--- src/rtl/mire_if.sv ---
// -----------------------------------------------------------------------------
// wshb_if : Wishbone B4 bus bundle carrying its own clock and reset.
//
// Ports:
//   clk  input  bus clock (the only clock)
//   rst  input  synchronous, active-high reset
//
// Bundled signals:
//   cyc, stb, we, sel[3:0], cti[2:0], bte[1:0], adr[31:0], dat_ms[31:0] : master -> slave
//   ack, dat_sm[31:0]                                                  : slave -> master
//
// Handshake: a transfer completes on a rising clk edge where cyc & stb & ack
// are all 1.  While stb=1 and ack=0 the master holds adr/dat_ms/sel stable.
// -----------------------------------------------------------------------------
interface wshb_if (
    input logic clk,
    input logic rst
);
    logic        cyc;
    logic        stb;
    logic        we;
    logic [3:0]  sel;
    logic [2:0]  cti;
    logic [1:0]  bte;
    logic [31:0] adr;
    logic [31:0] dat_ms;
    logic [31:0] dat_sm;
    logic        ack;

    modport master (
        input  clk, rst, ack, dat_sm,
        output cyc, stb, we, sel, cti, bte, adr, dat_ms
    );

    modport slave (
        input  clk, rst, cyc, stb, we, sel, cti, bte, adr, dat_ms,
        output ack, dat_sm
    );
endinterface

--- src/rtl/mire.sv ---
// -----------------------------------------------------------------------------
// mire : Wishbone write master that endlessly paints a grid test pattern into
// the SDRAM framebuffer, one 32-bit word per pixel, at the same linear byte
// addresses the VGA read stage fetches.  After every BURST completed writes
// it drops cyc for exactly one cycle so the downstream arbiter can hand the
// SDRAM port to the reader.
//
// Parameters:
//   HDISP  displayed pixels per line
//   VDISP  displayed lines per frame
//   BURST  completed writes per bus tenure (>= 1)
//
// Ports:
//   wshb_ifm   wshb_if.master  bus port; clk/rst are taken from the bundle
//   fsm_state  output [1:0]    current FSM state (0 IDLE, 1 WRITE, 2 PAUSE)
//
// Handshake: a write completes on a rising clk edge where cyc & stb & ack are
// all 1.  adr/dat_ms depend only on the pixel counters, so they hold stable
// while stb=1 and ack=0.  ack seen outside WRITE is ignored.
// -----------------------------------------------------------------------------
module mire #(
    parameter int HDISP = 800,
    parameter int VDISP = 480,
    parameter int BURST = 64
) (
    wshb_if.master     wshb_ifm,
    output logic [1:0] fsm_state
);
    localparam int XW = $clog2(HDISP);
    localparam int YW = $clog2(VDISP);
    localparam int BW = $clog2(BURST + 1);

    typedef enum logic [1:0] {
        IDLE  = 2'd0,
        WRITE = 2'd1,
        PAUSE = 2'd2
    } state_t;

    state_t        state;
    state_t        state_nx;
    logic          req;
    logic [XW-1:0] x;
    logic [YW-1:0] y;
    logic [BW-1:0] bcnt;
    logic          advance;
    logic          last_beat;
    logic          x_last;
    logic          y_last;
    logic [31:0]   x32;
    logic [31:0]   y32;
    logic [31:0]   pix;

    assign advance   = (state == WRITE) && wshb_ifm.ack;
    assign last_beat = (bcnt == BW'(BURST - 1));
    assign x_last    = (x == XW'(HDISP - 1));
    assign y_last    = (y == YW'(VDISP - 1));

    // State register
    always_ff @(posedge wshb_ifm.clk) begin
        if (wshb_ifm.rst) begin
            state <= IDLE;
        end else begin
            state <= state_nx;
        end
    end

    // Next state and bus request
    always_comb begin
        state_nx = state;
        req      = 1'b0;
        unique case (state)
            IDLE: begin
                state_nx = WRITE;
            end
            WRITE: begin
                req = 1'b1;
                if (wshb_ifm.ack && last_beat) begin
                    state_nx = PAUSE;
                end
            end
            PAUSE: begin
                state_nx = WRITE;
            end
            default: begin
                state_nx = IDLE;
            end
        endcase
    end

    // Pixel and burst counters move only on a completed write.
    always_ff @(posedge wshb_ifm.clk) begin
        if (wshb_ifm.rst) begin
            x    <= '0;
            y    <= '0;
            bcnt <= '0;
        end else if (advance) begin
            bcnt <= last_beat ? '0 : bcnt + BW'(1);
            if (x_last) begin
                x <= '0;
                y <= y_last ? '0 : y + YW'(1);
            end else begin
                x <= x + XW'(1);
            end
        end
    end

    // Widen first so the grid test on bits [3:0] is legal even when a
    // counter is narrower than 4 bits.
    assign x32 = 32'(x);
    assign y32 = 32'(y);
    assign pix = 32'(HDISP) * y32 + x32;

    assign wshb_ifm.cyc    = req;
    assign wshb_ifm.stb    = req;
    assign wshb_ifm.we     = 1'b1;
    assign wshb_ifm.sel    = 4'hF;
    assign wshb_ifm.cti    = 3'd0;
    assign wshb_ifm.bte    = 2'd0;
    assign wshb_ifm.adr    = {pix[29:0], 2'b00};
    assign wshb_ifm.dat_ms = ((x32[3:0] == 4'd0) || (y32[3:0] == 4'd0)) ? 32'h00FF_FFFF
                                                                        : 32'h0000_0000;

    assign fsm_state = state;
endmodule

--- src/flat_wrapper.sv ---
// flat-port wrapper written by rule: the top's interface ports become plain ports
module mire_flat 
#(
    parameter int HDISP = 800,
    parameter int VDISP = 480,
    parameter int BURST = 64
)
  (fsm_state, clk, rst, wshb_ifm_ack, wshb_ifm_dat_sm, wshb_ifm_cyc, wshb_ifm_stb, wshb_ifm_we, wshb_ifm_sel, wshb_ifm_cti, wshb_ifm_bte, wshb_ifm_adr, wshb_ifm_dat_ms);
  wshb_if wshb_ifm_i (.clk(clk), .rst(rst));
  output logic [1:0] fsm_state;
  input wire logic clk;
  input wire logic rst;
  input wire logic [$bits(wshb_ifm_i.ack)-1:0] wshb_ifm_ack;
  input wire logic [$bits(wshb_ifm_i.dat_sm)-1:0] wshb_ifm_dat_sm;
  output wire logic [$bits(wshb_ifm_i.cyc)-1:0] wshb_ifm_cyc;
  output wire logic [$bits(wshb_ifm_i.stb)-1:0] wshb_ifm_stb;
  output wire logic [$bits(wshb_ifm_i.we)-1:0] wshb_ifm_we;
  output wire logic [$bits(wshb_ifm_i.sel)-1:0] wshb_ifm_sel;
  output wire logic [$bits(wshb_ifm_i.cti)-1:0] wshb_ifm_cti;
  output wire logic [$bits(wshb_ifm_i.bte)-1:0] wshb_ifm_bte;
  output wire logic [$bits(wshb_ifm_i.adr)-1:0] wshb_ifm_adr;
  output wire logic [$bits(wshb_ifm_i.dat_ms)-1:0] wshb_ifm_dat_ms;
  assign wshb_ifm_i.ack = wshb_ifm_ack;
  assign wshb_ifm_i.dat_sm = wshb_ifm_dat_sm;
  assign wshb_ifm_cyc = wshb_ifm_i.cyc;
  assign wshb_ifm_stb = wshb_ifm_i.stb;
  assign wshb_ifm_we = wshb_ifm_i.we;
  assign wshb_ifm_sel = wshb_ifm_i.sel;
  assign wshb_ifm_cti = wshb_ifm_i.cti;
  assign wshb_ifm_bte = wshb_ifm_i.bte;
  assign wshb_ifm_adr = wshb_ifm_i.adr;
  assign wshb_ifm_dat_ms = wshb_ifm_i.dat_ms;
  mire #(.HDISP(HDISP), .VDISP(VDISP), .BURST(BURST)) u_core (.wshb_ifm(wshb_ifm_i), .fsm_state(fsm_state));
endmodule
--- config.mk ---
export PLATFORM = sky130hd
export DESIGN_NAME = mire_flat
export DESIGN_NICKNAME = d
export VERILOG_FILES = /design/src/rtl/mire_if.sv /design/src/rtl/mire.sv /design/src/flat_wrapper.sv
export SDC_FILE = /design/constraint.sdc
export NUM_CORES = 1
export LEC_CHECK = 0
export CELL_PAD_IN_SITES_DETAIL_PLACEMENT = 1
export CELL_PAD_IN_SITES_GLOBAL_PLACEMENT = 2
export CORE_MARGIN = 4
export CORE_UTILIZATION = 27
export CTS_CLUSTER_SIZE = 8
export DETAILED_ROUTE_END_ITERATION = 8
export PLACE_DENSITY = 0.94
export SLEW_MARGIN = 5
export SYNTH_ARGS = -nofsm -noshare
export SYNTH_HDL_FRONTEND = slang
export SYNTH_SLANG_ARGS = --single-unit
--- constraint.sdc ---
create_clock -name clk -period 10.8 [get_ports clk]
set_input_delay 3.24 -clock clk [delete_from_list [all_inputs] [get_ports clk]]
set_output_delay 3.24 -clock clk [all_outputs]
set_load 0.02 [all_outputs]
==> run summary, run 1 <==
Outcome -> complete, no violations
Top flop regs -> u_core.x (10), u_core.y (9), u_core.bcnt (7)
Worst reg-to-reg setup slack -> 8.57 ns
Clock Latency Late Sink -> 0.28 ns
WL met1 -> 2.68 mm
CTS Buffer Depth -> 2
H-tree levels -> 1
CP endpoint kind -> primary output
Syn avg cell area -> 8.21 um2
CTS-repair resized insts -> 0
Vias per Instance -> 4.34
Endpoints failing setup -> 0
M1 GR Usage -> 0.117
Number of logic gates -> 260
Max Used Layer -> met4
Register area share after synthesis -> 0.194
Top cells, area -> dfxtp_1 19%, ha_1 19%, buf_4 15%
Clkbuf count -> 3
Logic power comb -> 19.0 uW
Worst path buffer plus inverter count -> 2
Area leader, netlist -> dfxtp_1
Inst Count DP -> 503
Max Fanout on Critical Path -> 4
Clk. pwr -> 82.3 uW
Worst IR Drop VDD -> 0.0631 mV
RR Endpoint -> u_core.y[7]
Final core utilization -> 0.316
Initial antenna violation count -> 0
Top non-seq family -> adder cells
Post-Layout Cell Count -> 507
Critical path, cell by cell -> inv_1 > ha_1 > ha_1 > fa_1 > ha_1 > a211oi_1 > nor2_1 > xnor2_1 > nor4_1 > nand4_1 > xnor2_1 > clkdlybuf4s50_1
Top logic cells by instance count in the layout -> 50 x clkdlybuf4s50_1, 43 x ha_1, 41 x nor2_1
Fin crit share -> 0.732
TritonCTS Buffers -> 3
Synth top cells by count -> 59 x buf_4, 43 x ha_1, 41 x nor2_1
Synthesized instance count -> 351
Num tapcells -> 136
Top-count cell post-synth -> buf_4
Hold EP -> u_core.bcnt[6]
RSZ-0062 raised after global routing -> no
Yosys aoi share -> 0.101
CP Launch Type -> register
Flip-flops with a built-in enable -> 0
HPWL after DPL -> 5.24 mm
Worst setup path end -> wshb_ifm_adr[20]
Min-delay worst type -> register to register
Commonest Layout Cell -> clkdlybuf4s50_1
NetSw -> 48.9 uW
Simple share -> 0.173
Int Pwr -> 158 uW
GRT overflow -> 0
R2r startpoint -> u_core.x[0]
Power share of the sequential group -> 0.510
XOR Share, Synth -> 0.109
Worst Min Path Start -> u_core.bcnt[6]
Synth warn -> 0
Max power group -> sequential cells
Power in sequential cells -> 105 uW
Worst path depth -> 12
Hold WS -> 0.492 ns
Die footprint -> 12400 um2
Ys cells -> 351
Root buffer cell -> clkbuf_8
Io pins -> 113
Worst-Margin Slew -> 0.774 ns
Nets -> 455
CP Class -> register to primary output
Commonest flop -> dfxtp_1
FP Core Util -> 0.278
Worst path slowest cell -> nor4_1
Total number of vias -> 2201
Gate Area -> 1860 um2
Async S/R FF share, synth -> 0
Layout cell share with drive strength beyond 1 -> 0.0243
Clock-cell share -> 0.0218
Placed cell area -> 3200 um2
Met3 Routed Length -> 183 um
Number of global-route vias before repair -> 2303
Figure 1. A small window of the routed layout (run 1).
Region (31, 53) to (81, 103) um. Cells in gray, sequential cells in the stronger gray; small squares are vias.
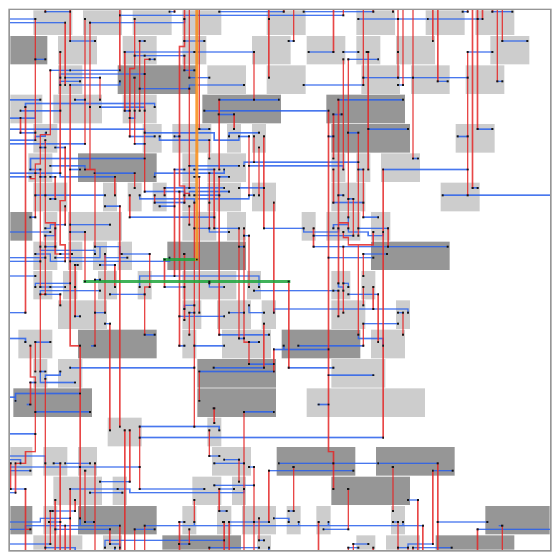
- M1: blue
- M4: orange
- M2: red
- M3: green
- most frequent: clkdlybuf4s50_1 (22), dfxtp_1 (19), nor2_1 (18)
- netlist names of flops here include: `u_core.y` (8), `u_core.bcnt` (7), `u_core.fsm_state` (2)
- cells with their middle in the window: 120
- sequential cells in the window: 19

Figure 2. Placed standard cells (run 1).
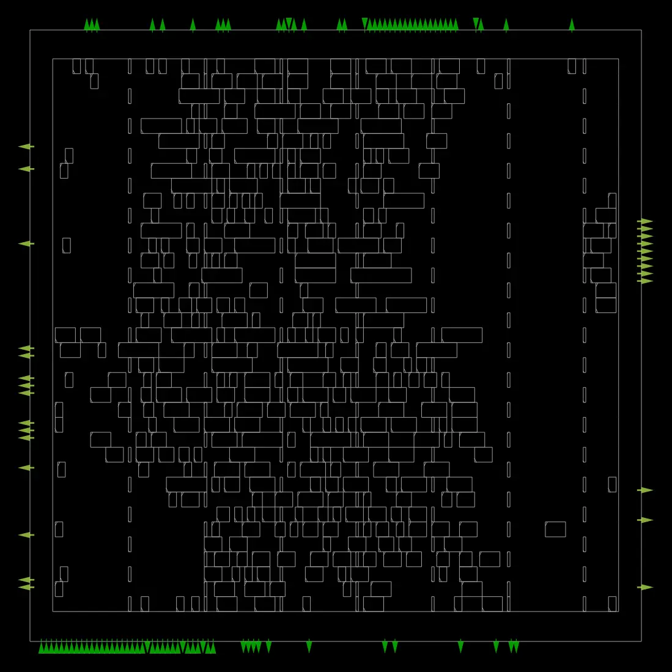
registers: 28
Fillers: 1273
flop share of the area: 0.171

Figure 3. Wiring heat map (run 1).
Scale: 3 px per um. 22 x 22 tiles, from dark purple (low) to yellow (high), scaled to the fullest tile. Values are wire area over tile area, all layers added.
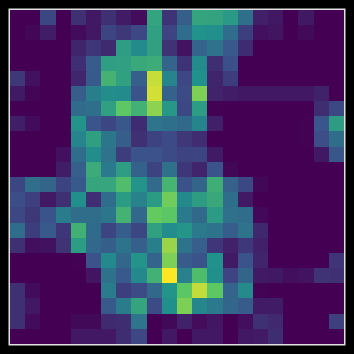
- mean over tiles: 0.075
- fullest tile: 0.38
- tiles over half the peak: 12%
- nearly empty tiles: 36%

Figure 4. PDN straps and rails (run 1).
Scale: 4 px per um. Pins as bars on the die edge.
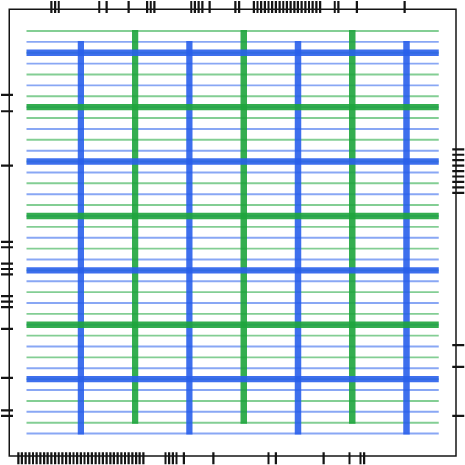

==> inputs of run 2 (changes only) <==
Settings changed: CORE_UTILIZATION 27 to 22, PLACE_DENSITY 0.94 to 0.83.
Clock period 10.8 ns to 6.63 ns, I/O delays scaled along.
Figure 5. PDN straps and rails (run 2).
Scale: 4 px per um. Pins as bars on the die edge.
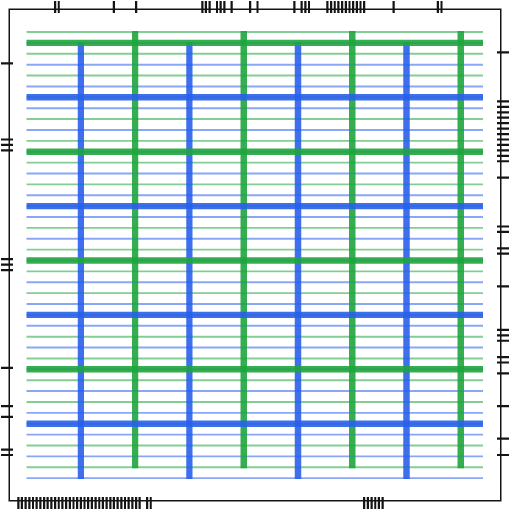
- VDD: green
- VSS: blue
- rows: 41
- met4 straps: 8
- met5 straps: 8

==> run 2 against run 1 <==
Effect of this change: register-to-register slack lost 4.2 ns; power grew 85%; critical path depth grew 1; combinational power grew 64%; first-iteration DRC count shrank 33%; clock skew shrank 0.0049 ns; via count grew 2.0%; area after synthesis is the same; flip-flop count is the same; design area grew 2.9%; global-route usage shrank 1.5 points; critical path type unchanged; highest routed layer unchanged.
==> run summary, run 2 <==
CTS tree -> done (unchanged)
RR Endpoint -> u_core.y[7] (unchanged)
Top flop regs -> u_core.x (10), u_core.y (9), u_core.bcnt (7) (unchanged)
Endpoints failing setup -> 0 (unchanged)
Final slew viol count -> 0 (unchanged)
Layer with the highest usage -> met2 (unchanged)
Critical path, cell by cell -> inv_1 > ha_1 > ha_1 > fa_1 > ha_1 > a211oi_1 > buf_4 > nor2_1 > xnor2_1 > or4_1 > and3b_1 > xor2_1 > clkdlybuf4s50_1 (was inv_1 > ha_1 > ha_1 > fa_1 > ha_1 > a211oi_1 > nor2_1 > xnor2_1 > nor4_1 > nand4_1 > xnor2_1 > clkdlybuf4s50_1)
Non-clock inverter count in the final layout -> 29 (unchanged)
Comb area share -> 0.553 (was 0.569)
Max power group -> clock (was sequential cells)
Synth top cells by count -> 59 x buf_4, 43 x ha_1, 41 x nor2_1 (unchanged)
Area leader, netlist -> dfxtp_1 (unchanged)
Fmax -> 158 MHz
OpenROAD warning count -> 63 (unchanged)
Final Hold Violation Tally -> 0 (unchanged)
Flop share of the area -> 0.166 (was 0.171)
Yosys aoi share -> 0.101 (unchanged)
Comb power frac -> 0.082 (was 0.092)
Site Rows -> 41 (was 37)
Logic power comb -> 31.1 uW (was 19.0 uW)
Fin crit share -> 0.957
Synthesized instance count -> 351 (unchanged)
MUX area fraction -> 0.00347 (unchanged)
Clkbuf count -> 3 (unchanged)
Hold EP -> u_core.bcnt[6] (unchanged)
Top-count cell post-synth -> buf_4 (unchanged)
Met3 Routed Length -> 218 um (was 183 um)
Worst path slowest cell -> clkdlybuf4s50_1 (was nor4_1)
Total Wirelength -> 6.26 mm (was 6.13 mm)
Final worst slack -> 0.284 ns (was 2.90 ns)
Grt met2 use -> 0.161 (was 0.188)
CP Launch Type -> register (unchanged)
Flops & latches, synth -> 28 (unchanged)
Outcome -> complete, no violations (unchanged)
CP Class -> register to primary output (unchanged)
Met3 Use GR -> 0.00691 (was 0.0163)
Relative slew slack -> 0.522 (was 0.479)
Ant diodes -> 0 (unchanged)
GRT overflow -> 0 (unchanged)
Top logic cells by instance count in the layout -> 50 x clkdlybuf4s50_1, 43 x ha_1, 41 x nor2_1 (unchanged)
Met2 wire length -> 3.28 mm (was 3.24 mm)
Minimum clock period -> 6.35 ns
Dpl ws -> 0.522 ns (was 3.17 ns)
TritonCTS Buffers -> 3 (unchanged)
H-tree levels -> 1 (unchanged)
Ys cells -> 351 (unchanged)
Register area -> 561 um2 (unchanged)
Inst Count DP -> 541 (was 503)
Io pins -> 113 (unchanged)
Signal buf overhead -> 0.153 (about the same)
R2r startpoint -> u_core.x[0] (unchanged)
CTS Buffer Depth -> 2 (unchanged)
Register area share after synthesis -> 0.194 (unchanged)
Num tapcells -> 172 (was 136)
Power per cell area -> 113 nW/um2 (was 63.1 nW/um2)
Synthesis area per yosys -> 2880 um2 (unchanged)
Clock-cell share -> 0.0312 (was 0.0218)
HPWL after DPL -> 5.39 mm (was 5.24 mm)
Overall power -> 382 uW (was 207 uW)
Die footprint -> 15000 um2 (was 12400 um2)
MaxCap Viol Count -> 0 (unchanged)
Power in sequential cells -> 172 uW (was 105 uW)
Largest register FFs -> 10 (unchanged)
Flip-flops with a built-in enable -> 0 (unchanged)
Worst reg-to-reg setup slack -> 4.38 ns (was 8.57 ns)
Max Used Layer -> met4 (unchanged)
NetSw -> 85.0 uW (was 48.9 uW)
Worst IR Drop VDD -> 0.0883 mV (was 0.0631 mV)
Core area -> 12700 um2 (was 10400 um2)
M1 GR Usage -> 0.0997 (was 0.117)
Worst Min Path Start -> u_core.bcnt[6] (unchanged)
Iter 0 DRT Violations -> 61 (was 91)
Mapped cell area -> 2880 um2 (unchanged)
Hold WS -> 0.471 ns (was 0.492 ns)
Initial antenna violation count -> 0 (unchanged)
Remaining antenna violation count -> 0 (unchanged)
Clock Latency Late Sink -> 0.26 ns (was 0.28 ns)
Max Fanout on Critical Path -> 4 (unchanged)
RSZ-0062 raised after global routing -> no (unchanged)
Final instance area -> 3370 um2 (was 3280 um2)
Simple share -> 0.173 (unchanged)
Leak Pwr -> 0.00151 uW (was 0.00149 uW)
Number of logic gates -> 260 (unchanged)
XOR Share, Synth -> 0.109 (unchanged)
Worst-Margin Slew -> 0.717 ns (was 0.774 ns)
Commonest Layout Cell -> clkdlybuf4s50_1 (unchanged)
Final core utilization -> 0.265 (was 0.316)
Worst path buffer plus inverter count -> 3 (was 2)
Gate Area -> 1860 um2 (unchanged)
Post-Layout Cell Count -> 545 (was 507)
Vias per Instance -> 4.12 (was 4.34)
Critical Path Start -> u_core.y[2] (was u_core.y[3])
Power share of the sequential group -> 0.450 (was 0.510)
Syn avg cell area -> 8.21 um2 (unchanged)
Synth warn -> 0 (unchanged)
Non-clk bufs -> 52 (was 50)
Largest net degree at the start of global routing -> 25 (unchanged)
Crit path DRT -> 4.64 ns (was 7.56 ns)
Clock share of power -> 0.468 (was 0.398)
Hold Path Stages -> 2 (unchanged)
FP Core Util -> 0.227 (was 0.278)
Worst setup path end -> wshb_ifm_adr[19] (was wshb_ifm_adr[20])
First-pass GRT wire length -> 10.6 mm (about the same)
Root buffer cell -> clkbuf_16 (was clkbuf_8)
Registers -> 28 (unchanged)
Int Pwr -> 297 uW (was 158 uW)
Top non-seq family -> adder cells (unchanged)
Reg2reg path depth -> 7 (unchanged)
Min-delay worst type -> register to register (unchanged)
Async S/R FF share, synth -> 0 (unchanged)
Fillers -> 1562 (was 1273)
Worst path depth -> 13 (was 12)
Number of global-route vias before repair -> 2335 (was 2303)
Clk. pwr -> 179 uW (was 82.3 uW)
Largest register by flop count -> u_core.x (unchanged)
Commonest flop -> dfxtp_1 (unchanged)
CTS-repair resized insts -> 0 (unchanged)
Placed cell area -> 3260 um2 (was 3200 um2)
DRT Pass-1 Iters -> 4 (unchanged)
Nets -> 457 (was 455)
Port Buf Inserts -> 50 (unchanged)
WL met1 -> 2.72 mm (was 2.68 mm)
Layout cell share with drive strength beyond 1 -> 0.0295 (was 0.0243)
Total number of vias -> 2246 (was 2201)
CP endpoint kind -> primary output (unchanged)
Top cells, area -> dfxtp_1 19%, ha_1 19%, buf_4 15% (unchanged)
Figure 6. A small window of the routed layout (run 2).
Region (36, 61) to (86, 111) um. Cells in gray, sequential cells in the stronger gray; small squares are vias.
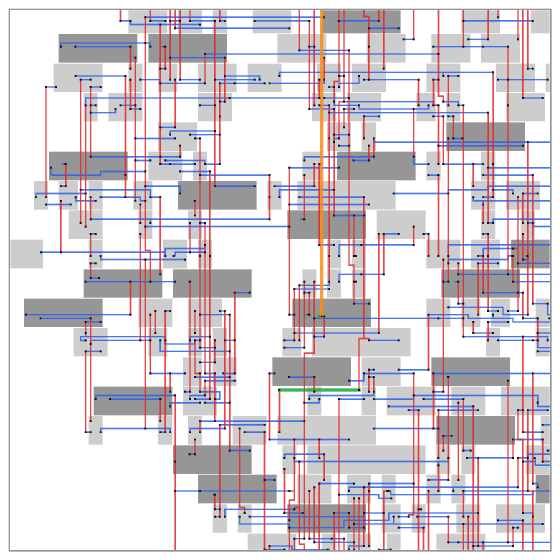
- M1: blue
- M2: red
- M3: green
- M4: orange
- netlist names of flops here include: `u_core.bcnt` (7), `u_core.x` (6), `u_core.y` (5)
- most frequent: nor2_1 (23), dfxtp_1 (20), nand2_1 (11)
- sequential cells in the window: 20
- cells with their middle in the window: 128

==> inputs of run 3 (changes only) <==
Settings changed: GPL_ROUTABILITY_DRIVEN from default to 0.
Figure 7. A small window of the routed layout (run 3).
Region (36, 61) to (86, 111) um. Cells in gray, sequential cells in the stronger gray; small squares are vias.
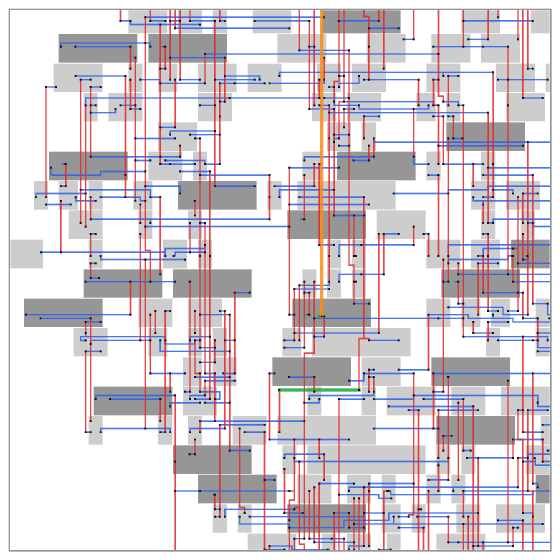
- M4: orange
- M3: green
- M1: blue
- M2: red
- netlist names of flops here include: `u_core.bcnt` (7), `u_core.x` (6), `u_core.y` (5)
- sequential cells in the window: 20
- cells with their middle in the window: 128
- most frequent: nor2_1 (23), dfxtp_1 (20), nand2_1 (11)

Figure 8. Placed standard cells (run 3).
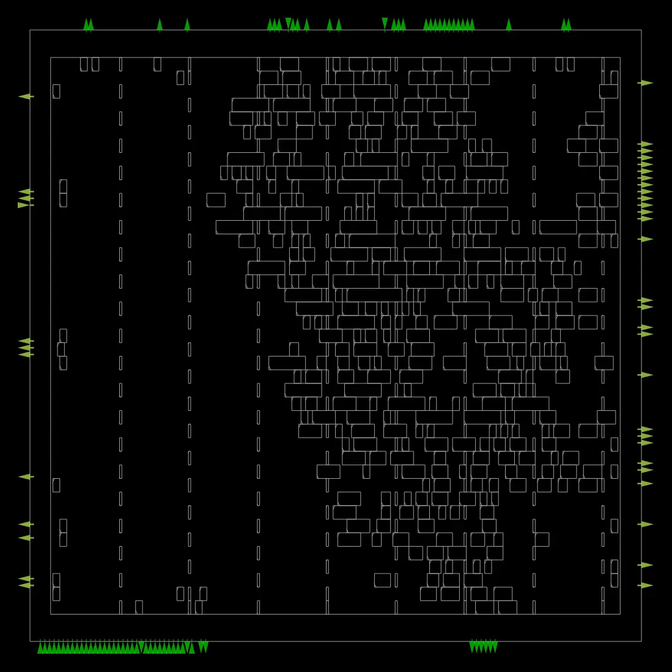
Fillers: 1562
flop share of the area: 0.166
final core utilization: 0.265

==> run 3 against run 2 <==
Effect of this change: first-iteration DRC count unchanged; power did not move; via count did not move; hold slack unchanged; cell count stayed put; critical path depth unchanged.
==> run summary, run 3 <==
Signal buf overhead -> 0.153 (unchanged)
Synthesized instance count -> 351 (unchanged)
CP Class -> register to primary output (unchanged)
Min-delay worst type -> register to register (unchanged)
Synth warn -> 0 (unchanged)
Critical Path Start -> u_core.y[2] (unchanged)
Largest register FFs -> 10 (unchanged)
Max Used Layer -> met4 (unchanged)
Largest register by flop count -> u_core.x (unchanged)
Gate Area -> 1860 um2 (unchanged)
RSZ-0062 raised after global routing -> no (unchanged)
Syn avg cell area -> 8.21 um2 (unchanged)
Met2 wire length -> 3.28 mm (unchanged)
Site Rows -> 41 (unchanged)
XOR Share, Synth -> 0.109 (unchanged)
Minimum clock period -> 6.35 ns (unchanged)
GRT overflow -> 0 (unchanged)
M1 GR Usage -> 0.0997 (unchanged)
Num tapcells -> 172 (unchanged)
Initial antenna violation count -> 0 (unchanged)
Met3 Use GR -> 0.00691 (unchanged)
Core area -> 12700 um2 (unchanged)
Die footprint -> 15000 um2 (unchanged)
Top-count cell post-synth -> buf_4 (unchanged)
Reg2reg path depth -> 7 (unchanged)
Inst Count DP -> 541 (unchanged)
Layout cell share with drive strength beyond 1 -> 0.0295 (unchanged)
Hold EP -> u_core.bcnt[6] (unchanged)
CTS Buffer Depth -> 2 (unchanged)
Mapped cell area -> 2880 um2 (unchanged)
Hold Path Stages -> 2 (unchanged)
HPWL after DPL -> 5.39 mm (unchanged)
Int Pwr -> 297 uW (unchanged)
Register area -> 561 um2 (unchanged)
Final instance area -> 3370 um2 (unchanged)
Number of global-route vias before repair -> 2335 (unchanged)
WL met1 -> 2.72 mm (unchanged)
RR Endpoint -> u_core.y[7] (unchanged)
First-pass GRT wire length -> 10.6 mm (unchanged)
CP endpoint kind -> primary output (unchanged)
Max power group -> clock (unchanged)
Placed cell area -> 3260 um2 (unchanged)
Simple share -> 0.173 (unchanged)
Power per cell area -> 113 nW/um2 (unchanged)
Ant diodes -> 0 (unchanged)
Clock Latency Late Sink -> 0.26 ns (about the same)
Hold WS -> 0.471 ns (unchanged)
Top logic cells by instance count in the layout -> 50 x clkdlybuf4s50_1, 43 x ha_1, 41 x nor2_1 (unchanged)
Synth top cells by count -> 59 x buf_4, 43 x ha_1, 41 x nor2_1 (unchanged)
Final slew viol count -> 0 (unchanged)
Worst path slowest cell -> clkdlybuf4s50_1 (unchanged)
Total number of vias -> 2246 (unchanged)
Outcome -> complete, no violations (unchanged)
Comb area share -> 0.553 (unchanged)
Area leader, netlist -> dfxtp_1 (unchanged)
Non-clock inverter count in the final layout -> 29 (unchanged)
Max Fanout on Critical Path -> 4 (unchanged)
Dpl ws -> 0.522 ns (unchanged)
Power share of the sequential group -> 0.450 (about the same)
Yosys aoi share -> 0.101 (unchanged)
MUX area fraction -> 0.00347 (unchanged)
Remaining antenna violation count -> 0 (unchanged)
Async S/R FF share, synth -> 0 (unchanged)
CTS-repair resized insts -> 0 (unchanged)
Worst-Margin Slew -> 0.717 ns (unchanged)
Final Hold Violation Tally -> 0 (unchanged)
Non-clk bufs -> 52 (unchanged)
Post-Layout Cell Count -> 545 (unchanged)
Power in sequential cells -> 172 uW (about the same)
DRT Pass-1 Iters -> 4 (unchanged)
Clock share of power -> 0.468 (about the same)
Clk. pwr -> 179 uW (about the same)
Relative slew slack -> 0.522 (unchanged)
H-tree levels -> 1 (unchanged)
R2r startpoint -> u_core.x[0] (unchanged)
Registers -> 28 (unchanged)
Clkbuf count -> 3 (unchanged)
Top non-seq family -> adder cells (unchanged)
Clock-cell share -> 0.0312 (unchanged)

==> notes/layouts.md <==
Pictures saved along the way, in no particular order.

Sizing map.
Scale: 2 px per um.
panel A
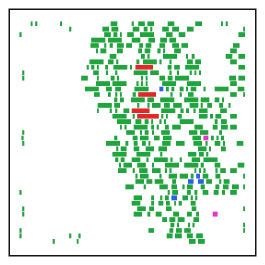
panel B
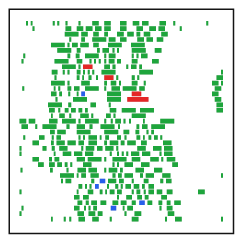
Run 2 is panel A.
Run 1 is panel B.
The one with the largest die is panel A.

Key to panel B:
- x2: blue (cells 5)
- x6 and larger: red (cells 4)
- x1 and smaller: green (cells 362)

Power is estimated from default activity; no workload was simulated.
